<file path="src/rtl/mant_divider.sv">
// mant_divider: 24-bit mantissa restoring divider, one quotient bit per cycle, 25-bit quotient with sticky.
module mant_divider (
  input  logic        clk,
  input  logic        rst_n,
  input  logic        start,
  input  logic [23:0] dividend,
  input  logic [23:0] divisor,
  output logic        busy,
  output logic        done,
  output logic [24:0] quotient,
  output logic        sticky,
  output logic        dbz,
  output logic        ovf
);
  typedef enum logic [1:0] {IDLE, DIV, DONE} state_t;
  state_t state, state_nxt;
  logic [23:0] b;
  logic [24:0] r, q;
  logic [4:0]  cnt;
  logic        exc_dbz, exc_ovf;
  logic [25:0] diff;
  logic        borrow, in_dbz, in_ovf;
  always_comb begin
    diff      = {1'b0, r} - {2'b0, b};
    borrow    = diff[25];
    in_dbz    = divisor == 24'd0;
    in_ovf    = {1'b0, dividend} >= {divisor, 1'b0};
    state_nxt = state == IDLE ? (start ? DIV : IDLE) :
                state == DIV  ? (cnt == 5'd0 ? DONE : DIV) : IDLE;
  end
  // Exceptions run a single throwaway DIV cycle (cnt=0); DONE then reports the saturated result.
  always_ff @(posedge clk or negedge rst_n) begin
    if (!rst_n) begin
      state    <= IDLE;
      b        <= '0;
      r        <= '0;
      q        <= '0;
      cnt      <= '0;
      exc_dbz  <= 1'b0;
      exc_ovf  <= 1'b0;
      busy     <= 1'b0;
      done     <= 1'b0;
      quotient <= '0;
      sticky   <= 1'b0;
      dbz      <= 1'b0;
      ovf      <= 1'b0;
    end else begin
      state <= state_nxt;
      done  <= 1'b0;
      case (state)
        IDLE: begin
          busy <= start;
          if (start) begin
            b       <= divisor;
            r       <= {1'b0, dividend};
            q       <= '0;
            cnt     <= in_ovf ? 5'd0 : 5'd24;
            exc_dbz <= in_dbz;
            exc_ovf <= in_ovf;
          end
        end
        DIV: begin
          q[cnt] <= ~borrow;
          r      <= borrow ? {r[23:0], 1'b0} : {diff[23:0], 1'b0};
          cnt    <= cnt == 5'd0 ? cnt : cnt - 5'd1;
        end
        DONE: begin
          quotient <= exc_ovf ? 25'h1FFFFFF : q;
          sticky   <= exc_ovf ? 1'b0 : |r;
          dbz      <= exc_dbz;
          ovf      <= exc_ovf;
          done     <= 1'b1;
        end
        default: ;
      endcase
    end
  end
endmodule
</file>
<file path="config.mk">
export PLATFORM = sky130hd
export DESIGN_NAME = mant_divider
export DESIGN_NICKNAME = d
export VERILOG_FILES = /design/src/rtl/mant_divider.sv
export SDC_FILE = /design/constraint.sdc
export NUM_CORES = 1
export LEC_CHECK = 0
export CORE_AREA = 5 5 109 121
export DETAILED_ROUTE_END_ITERATION = 10
export DIE_AREA = 0 0 114 126
export GPL_ROUTABILITY_DRIVEN = 0
export HOLD_SLACK_MARGIN = 0.06
export PLACE_DENSITY_LB_ADDON = 0.05
export SLEW_MARGIN = 20
export SYNTH_ARGS = -nofsm -noshare
export SYNTH_HDL_FRONTEND = slang
export SYNTH_SLANG_ARGS = --single-unit
export TNS_END_PERCENT = 30
</file>
<file path="constraint.sdc">
create_clock -name clk -period 5.9 [get_ports clk]
set_input_delay 0.885 -clock clk [delete_from_list [all_inputs] [get_ports clk]]
set_output_delay 0.885 -clock clk [all_outputs]
set_load 0.02 [all_outputs]
</file>
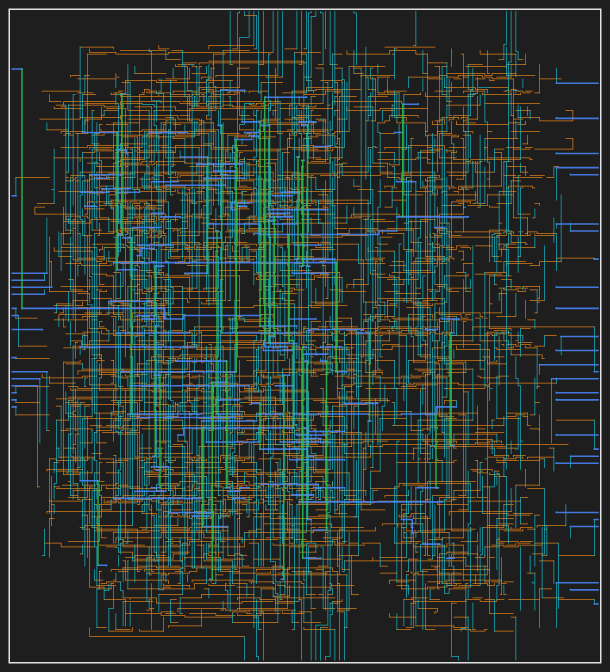
Run 1: metal layers overlaid
layer	colour	wire length
metal 1	orange	8030 um
metal 3	blue	1100 um
metal 4	green	937 um
metal 2	cyan	10000 um
total via count in the routed design: 6691
All-Layer GR Usage: 28.3%
Final Routed Wirelength: 20.1 mm

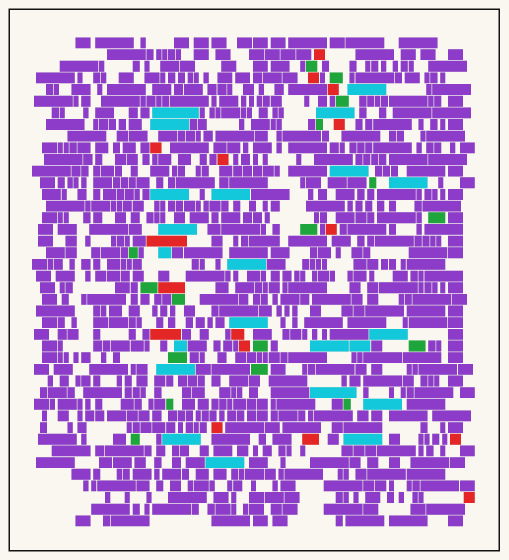
Run 1: sizing map
size	colour	cells	share
_0 and _1 cells	purple	857	94%
_2 cells	green	17	1.9%
_3 and _4 cells	red	16	1.8%
_6 and larger	cyan	22	2.4%
Area growth syn-to-layout: 20.2%
Setup WS post-layout: 2350 ps

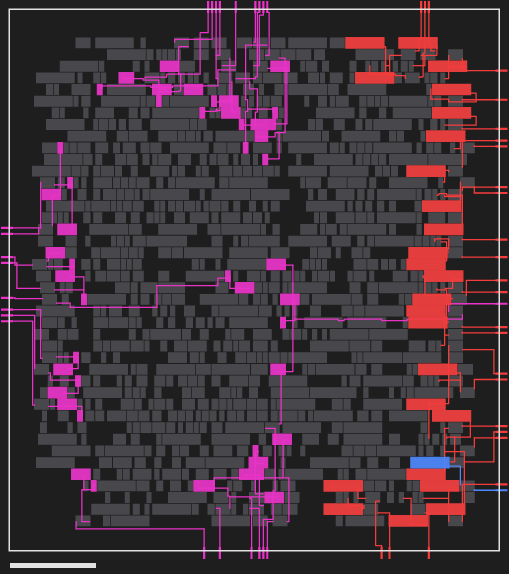
Run 1: nets reached from selected ports
The bar under the picture is 20 um long.
port	colour	bits	direction	edge	end cells	wire
done	blue	1	output	right	1	12.6 um
dividend	magenta	24	input	9 top, 8 left, 6 bottom, 1 right	48	953 um
quotient	red	25	output	19 right, 3 top, 3 bottom	25	535 um
PortBufs: 80
I/O pin cnt: 81

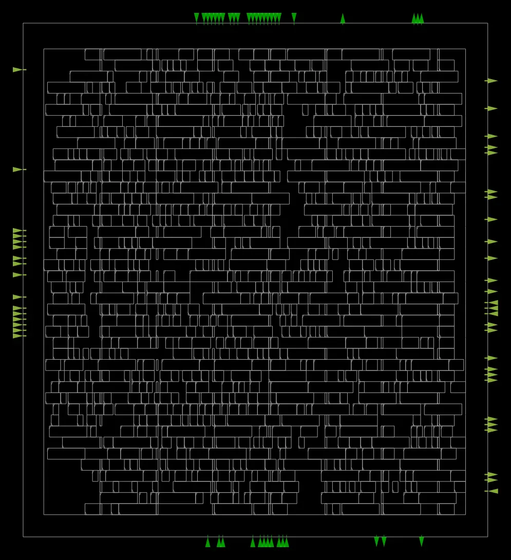
Run 1: cell placement
Seq/total area: 33.2%
tally of filler cells in the layout: 945
tapcell count: 154
final core utilization: 72.1%

==> results.txt, run 1 <==
Main metrics from the flow reports.

The proportion of synthesized area in mux cells is 1.20%. The chip area from the yosys synthesis statistics is 7100 um^2. The areal power density over the cells came out at 638 nW/um^2. The number of signal-net inverters in the final layout came out at 53. The complex-gate fraction of the synthesized area came out at 22.1%. The global-route congestion overflow total is 0. The sequential power came out at 1.35 mW. The flip-flop and latch count came out at 113. The first global-routing pass estimated 32.7 mm of wire.

The slew of the pin with the lowest slew margin is 924 ps. The post-route cell area is 8530 um^2. Non-clock buffers make up 9.89% of the layout cell area.

The final net count is 1003. The endpoint arrival time on the critical path came out at 3850 ps. After synthesis, the largest family of logic cells by area is AND-OR/OR-AND gates. The number of clock buffers inserted by TritonCTS came out at 17. Ranked by power, first place goes to combinational logic. Per the layout area report, the register area comes to 2830 um^2. The number of maximum-capacitance violations came out at 0. The logic depth of the worst setup path including buffers came out at 8. The slowest cell on the critical path is sky130_fd_sc_hd__o211ai_2.

The stage-log warning count came out at 30. The detailed router's first-iteration violation count came out at 501. The placed standard-cell area is 7950 um^2. The H-tree depth came out at 4. The depth of the worst register-to-register path is 8. The number of slew-limit violations in the final report is 0. STA classifies the critical path startpoint as a flip-flop.

The fraction of power consumed by sequential logic came out at 24.8%. In this run the critical register-to-register path is captured at r[12]. The power attributed to the clock group came out at 1.02 mW. The Yosys step of the flow raised 0 warnings. Clock tree synthesis selected as its root buffer the cell sky130_fd_sc_hd__clkbuf_16. Of the total standard cell area in the layout, the multi-input combinational portion is 45.6%. The flow ran to the end, and the final reports show no timing, DRC or antenna violations. In the final layout, the registers with the most flip-flops are q: 25 flops, quotient: 25 flops, r: 25 flops.
Run 1, placement by cell class:
Fill, decap, tap and diode cells in grey.
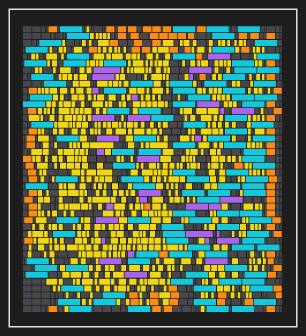

==> run 2: changes to the inputs <==
CORE_AREA = 5 5 118 131   (was 5 5 109 121)
DIE_AREA = 0 0 123 136   (was 0 0 114 126)
clock period = 3.09 ns   (was 5.9 ns; I/O delays follow)
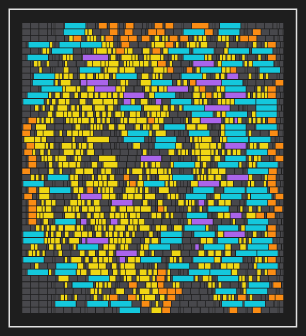
Run 2: placement by cell class
Fill, decap, tap and diode cells in grey.
class	colour	cells
sequential cells	cyan	113
clock drivers and dummy loads	purple	32
combinational and other logic	yellow	681
remaining buffers and delay cells	orange	94
core footprint: 14100 um^2
final core utilization: 61.6%
final design area excluding fillers: 8680 um^2

==> results.txt, run 2 <==
Main metrics from the flow reports.

The run finished with clean final reports. At the worst endpoint, the arrival time is 3130 ps. The chip area from the yosys synthesis statistics came out at 7100 um^2. The complex-gate fraction of the synthesized area came out at 22.1%.

Buffers placed on the I/O ports in this run total 80. The multi-input combinational gate total is 628. The worst register-to-register path depth is 8. The maximum vdd drop came out at 0.000648 V.

The number of well-tap cells placed came out at 192. For this run, the number of Yosys warnings is 0. The worst reg2reg path endpoint is q[5]. Power attributed to the clock group is 2.02 mW. The number of cells in Yosys stat is 838.

Per the OpenROAD timing report, the critical path contains 8 cells. The global-route congestion overflow total is 0. The number of clock buffers inserted by TritonCTS is 17. The half-perimeter wire length after detailed placement came out at 14.7 mm. The growth of design area from synthesis to finish is 22.3%. The sequential power came out at 2.58 mW. The placed instances occupy a cell area of 8070 um^2.

For this design, the slowest cell found on the critical path is sky130_fd_sc_hd__nor2_4. The number of maximum-capacitance violations came out at 0. The synthesis run shows multiplexers occupying 1.20% of the cell area.

Global route summary, busiest routing layer listed as met2. The fraction of power consumed by sequential logic came out at 24.6%. The slew of the pin with the lowest slew margin is 879 ps. After clock tree synthesis, the clock-pin slew on the worst setup and hold paths is 50 ps.

The launching element type of the critical path is a flip-flop. The worst path setup slack after routing came out at 229 ps. The H-tree depth is 4.

Once iteration 0 of detailed routing completed, the report listed 451 DRC markers. The non-clock buffer share of cell area came out at 10.6%. The first-pass GRT wire length came out at 32.8 mm. In the final layout, the registers with the most flip-flops are q: 25 flops, quotient: 25 flops, r: 25 flops. The multi-input gate share of the layout cell area came out at 44.8%. The areal power density over the cells came out at 1210 nW/um^2.

The combinational family with the most area after synthesis is AND-OR/OR-AND gates. The sequential standard cell area came out at 2830 um^2. The I/O pin count is 81.
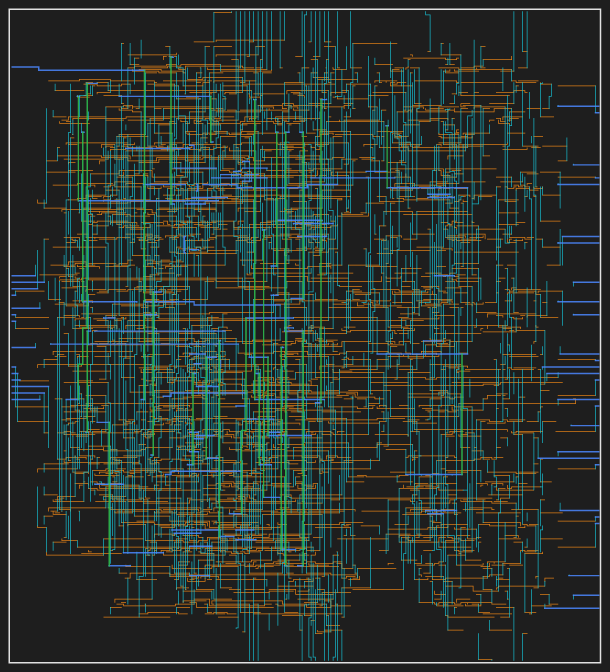
Run 2: metal layers overlaid
layer	colour	wire length
metal 4	green	938 um
metal 2	cyan	9890 um
metal 3	blue	832 um
metal 1	orange	8460 um
total via count in the routed design: 6545
Final Routed Wirelength: 20.1 mm
All-Layer GR Usage: 25.0%

No activity file was given, so power comes from the tool's default toggle rates.
